Fig. 1: cell sizes after repair
Bar = 20 um.
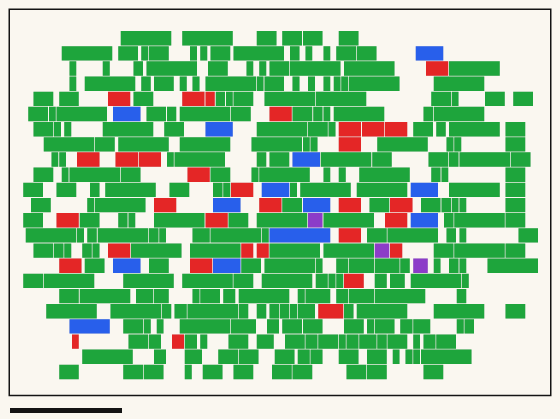
Fig. 2: gate-type map
Bar = 20 um.
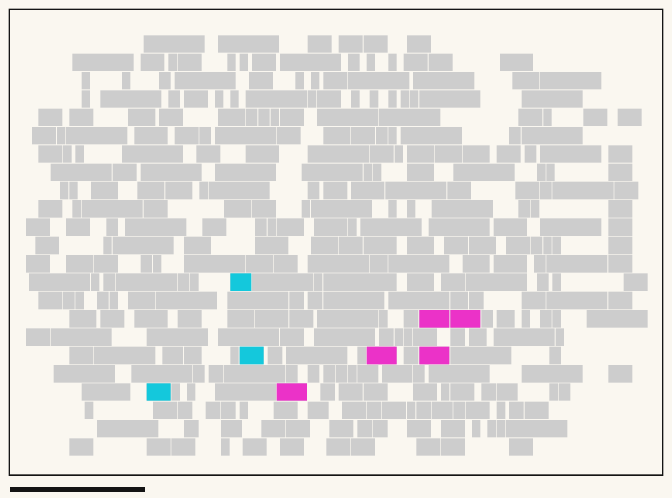
Fig. 3: where the registers sit
Bar = 20 um. Other sequential cells in the stronger grey, the rest of the logic in the fainter grey.
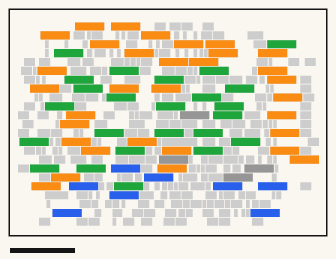
$ cat config.mk
export PLATFORM = sky130hd
export DESIGN_NAME = byte_fetch_seq_flat
export DESIGN_NICKNAME = d
export VERILOG_FILES = /design/src/rtl/byte_fetch_seq_if.sv /design/src/rtl/byte_fetch_seq.sv /design/src/flat_wrapper.sv
export SDC_FILE = /design/constraint.sdc
export NUM_CORES = 1
export LEC_CHECK = 0
export CAP_MARGIN = 20
export CORE_ASPECT_RATIO = 0.7
export CORE_MARGIN = 2
export CORE_UTILIZATION = 50
export DETAILED_ROUTE_END_ITERATION = 12
export PLACE_DENSITY = 0.8
export SLEW_MARGIN = 10
export SYNTH_ARGS = -nofsm -noshare
export SYNTH_HDL_FRONTEND = slang
export SYNTH_SLANG_ARGS = --single-unit
$ cat constraint.sdc
create_clock -name clk -period 2.75 [get_ports clk]
set_input_delay 0.55 -clock clk [delete_from_list [all_inputs] [get_ports clk]]
set_output_delay 0.55 -clock clk [all_outputs]
set_load 0.01 [all_outputs]
$ cat src/rtl/byte_fetch_seq_if.sv
// Bus bundle between the control FSM / byte memory side and byte_fetch_seq.
// master drives requests and memory data; slave is the fetch sequencer.
interface byte_fetch_seq_if #(
    parameter int ADDR_W = 8,
    parameter int NBYTES = 4
);
    logic                start;
    logic [ADDR_W-1:0]   base;
    logic                abort;
    logic                mem_rd;
    logic [ADDR_W-1:0]   mem_addr;
    logic [7:0]          mem_rdata;
    logic                mem_ready;
    logic                busy;
    logic                done;
    logic [8*NBYTES-1:0] instr;

    modport master (
        output start, base, abort, mem_rdata, mem_ready,
        input  mem_rd, mem_addr, busy, done, instr
    );

    modport slave (
        input  start, base, abort, mem_rdata, mem_ready,
        output mem_rd, mem_addr, busy, done, instr
    );
endinterface

$ cat src/rtl/byte_fetch_seq.sv
// Multi-cycle byte-serial word fetcher: reads NBYTES bytes from an 8-bit memory
// port and publishes the assembled word on instr in one atomic update.
module byte_fetch_seq #(
    parameter int ADDR_W = 8,
    parameter int NBYTES = 4,
    parameter int LITTLE = 1
) (
    input logic             clk,
    input logic             rst,
    byte_fetch_seq_if.slave bus
);
    localparam int W     = 8 * NBYTES;
    localparam int IDX_W = (NBYTES > 1) ? $clog2(NBYTES) : 1;
    localparam logic [IDX_W-1:0] LAST_IDX = IDX_W'(NBYTES - 1);

    generate
        if (NBYTES < 1 || NBYTES > 8) begin : g_bad_nbytes
            $error("byte_fetch_seq: NBYTES must be in 1..8");
        end
    endgenerate

    typedef enum logic [1:0] {
        IDLE = 2'd0,
        READ = 2'd1,
        DONE = 2'd2
    } state_t;

    state_t            state;
    logic [IDX_W-1:0]  idx;
    logic [ADDR_W-1:0] addr_reg;
    logic [W-1:0]      shadow;
    logic [W-1:0]      instr_reg;
    logic [IDX_W-1:0]  lane;
    logic [W-1:0]      merged;

    // Shadow with the incoming byte dropped into its lane; used both for the
    // running capture and for the final publish on the completing edge.
    // NOTE: every combinational output gets a default before any conditional
    // write, so no path leaves it unassigned and no latch is inferred.
    always_comb begin
        lane   = (LITTLE != 0) ? idx : (LAST_IDX - idx);
        merged = shadow;
        for (int i = 0; i < NBYTES; i++) begin
            if (lane == IDX_W'(i)) begin
                merged[i*8 +: 8] = bus.mem_rdata;
            end
        end
    end

    // NOTE: sequential state uses non-blocking assignments only, so every
    // register samples pre-edge values regardless of statement order.
    always_ff @(posedge clk or posedge rst) begin
        if (rst) begin
            state     <= IDLE;
            idx       <= '0;
            addr_reg  <= '0;
            shadow    <= '0;
            instr_reg <= '0;
        end else begin
            case (state)
                IDLE: begin
                    if (bus.start) begin
                        state    <= READ;
                        addr_reg <= bus.base;
                        idx      <= '0;
                    end
                end
                READ: begin
                    // Abort wins over a coincident byte; that byte is dropped.
                    if (bus.abort) begin
                        state <= IDLE;
                    end else if (bus.mem_ready) begin
                        shadow   <= merged;
                        addr_reg <= addr_reg + ADDR_W'(1);
                        if (idx == LAST_IDX) begin
                            instr_reg <= merged;
                            state     <= DONE;
                        end else begin
                            idx <= idx + IDX_W'(1);
                        end
                    end
                end
                DONE: begin
                    if (bus.start) begin
                        state    <= READ;
                        addr_reg <= bus.base;
                        idx      <= '0;
                    end else begin
                        state <= IDLE;
                    end
                end
                default: state <= IDLE;
            endcase
        end
    end

    assign bus.mem_rd   = (state == READ);
    assign bus.busy     = (state == READ);
    assign bus.done     = (state == DONE);
    assign bus.mem_addr = addr_reg;
    assign bus.instr    = instr_reg;

endmodule

$ cat src/flat_wrapper.sv
// flat-port wrapper written by rule: the top's interface ports become plain ports
module byte_fetch_seq_flat 
#(
    parameter int ADDR_W = 8,
    parameter int NBYTES = 4,
    parameter int LITTLE = 1
)
  (clk, rst, bus_start, bus_base, bus_abort, bus_mem_rdata, bus_mem_ready, bus_mem_rd, bus_mem_addr, bus_busy, bus_done, bus_instr);
  byte_fetch_seq_if #(.ADDR_W(ADDR_W), .NBYTES(NBYTES)) bus_i ();
  input logic clk;
  input logic rst;
  input wire logic [$bits(bus_i.start)-1:0] bus_start;
  input wire logic [$bits(bus_i.base)-1:0] bus_base;
  input wire logic [$bits(bus_i.abort)-1:0] bus_abort;
  input wire logic [$bits(bus_i.mem_rdata)-1:0] bus_mem_rdata;
  input wire logic [$bits(bus_i.mem_ready)-1:0] bus_mem_ready;
  output wire logic [$bits(bus_i.mem_rd)-1:0] bus_mem_rd;
  output wire logic [$bits(bus_i.mem_addr)-1:0] bus_mem_addr;
  output wire logic [$bits(bus_i.busy)-1:0] bus_busy;
  output wire logic [$bits(bus_i.done)-1:0] bus_done;
  output wire logic [$bits(bus_i.instr)-1:0] bus_instr;
  assign bus_i.start = bus_start;
  assign bus_i.base = bus_base;
  assign bus_i.abort = bus_abort;
  assign bus_i.mem_rdata = bus_mem_rdata;
  assign bus_i.mem_ready = bus_mem_ready;
  assign bus_mem_rd = bus_i.mem_rd;
  assign bus_mem_addr = bus_i.mem_addr;
  assign bus_busy = bus_i.busy;
  assign bus_done = bus_i.done;
  assign bus_instr = bus_i.instr;
  byte_fetch_seq #(.ADDR_W(ADDR_W), .NBYTES(NBYTES), .LITTLE(LITTLE)) u_core (.clk(clk), .rst(rst), .bus(bus_i));
endmodule
==> design notes <==
The logs give 64 for the number of top-level pins and 0.008039 ns for the worst clock skew. The first global-routing pass estimated 10650 um of wire. The proportion of cell area spent on the clock network was 4.858%.

The buffer count from post-CTS setup fixing is 0, and the critical path arrival is 1.94 ns. Clock-pin slew was measured on the worst setup and hold paths at 0.07 ns. The adder-cell share of the synthesized area was 2.075%; the logic gate share of total power was 23.5%. With the worst hold path depth at 2, the largest fanout of any net on the critical path is 14. The number of clock sinks came to 68.

The synthesized design contains 0 enable-type register cells. Each instance of the synthesized netlist takes up on average 11.17 sq um. Overall fraction of global-route tracks in use: 20.99%.

After detailed placement, the total cell area comes to 0.003725 sq mm. In the final layout, the multi-input gates occupy 0.001234 sq mm. The final routed wirelength across all metal layers came out at 6614 um.

The minimum setup slack in the final design came out at 0.2564 ns. The register with the most flip-flops in the layout has 32 of them. When the netlist entered floorplanning its net count stood at 296. Non-clock buffers in the final layout number 67.

Per the GRT congestion report, total overflow comes to 0. Number of diodes added for antenna fixing: 0. In this run the cell area of the synthesized design comes to 0.003015 sq mm.

Of the combinational cells, the family taking the most area is multiplexers. Once iteration 0 of detailed routing completed, the report listed 102 DRC markers. The clock root buffer was sky130_fd_sc_hd__clkbuf_8. The tools report the detailed-routing iteration count for the pre-antenna-repair pass as 4.

The tools report the nature of the critical path startpoint as a flop. The flow ran to the end, and the final reports show no timing, DRC or antenna violations.
Back to the opening pictures, Fig. 1:
| colour | size | cells | share | most used |
|---|---|---|---|---|
| green | x1 and smaller | 290 | 86% | dfrtp_1 |
| purple | x3 and x4 | 3 | 0.89% | buf_4 |
| red | x2 | 32 | 9.5% | mux2_2 |
| blue | x6 and larger | 13 | 3.8% | clkbuf_8 |

Back to the opening pictures, Fig. 2:
| colour | family | cells |
|---|---|---|
| cyan | non-inverting ao/oa cells | 3 |
| magenta | fa/ha/maj cells | 5 |

Back to the opening pictures, Fig. 3:
| colour | netlist name | placed flops |
|---|---|---|
| green | `u_core.shadow` | 24 |
| blue | `u_core.bus.mem_addr` | 8 |
| orange | `u_core.bus.instr` | 32 |

==> worst max-delay path by stage <==
stage                                    endpoint  slack, ns  depth (start not counted)
6_report                               bus_mem_rd       0.26                          3
3_5_place_dp   u_core.bus.mem_addr[3]$_DFFE_PP0P_       0.45                          5
2_1_floorplan     u_core.bus.instr[0]$_DFFE_PP0P_       0.49                          1
4_1_cts                                bus_mem_rd       0.26                          3
3_3_place_gp   u_core.bus.mem_addr[3]$_DFFE_PP0P_       0.50                          5
5_1_grt                                  bus_busy       0.16                          3
==> per-layer routing <==
metal	track usage [%]	part of all wire (%)
met2	31.94	44
met4	6.866	0.85
met1	29.65	51
met3	5.746	3.9
met5	0	0
Power figures rest on the tool's default switching activity, not on a simulated workload.
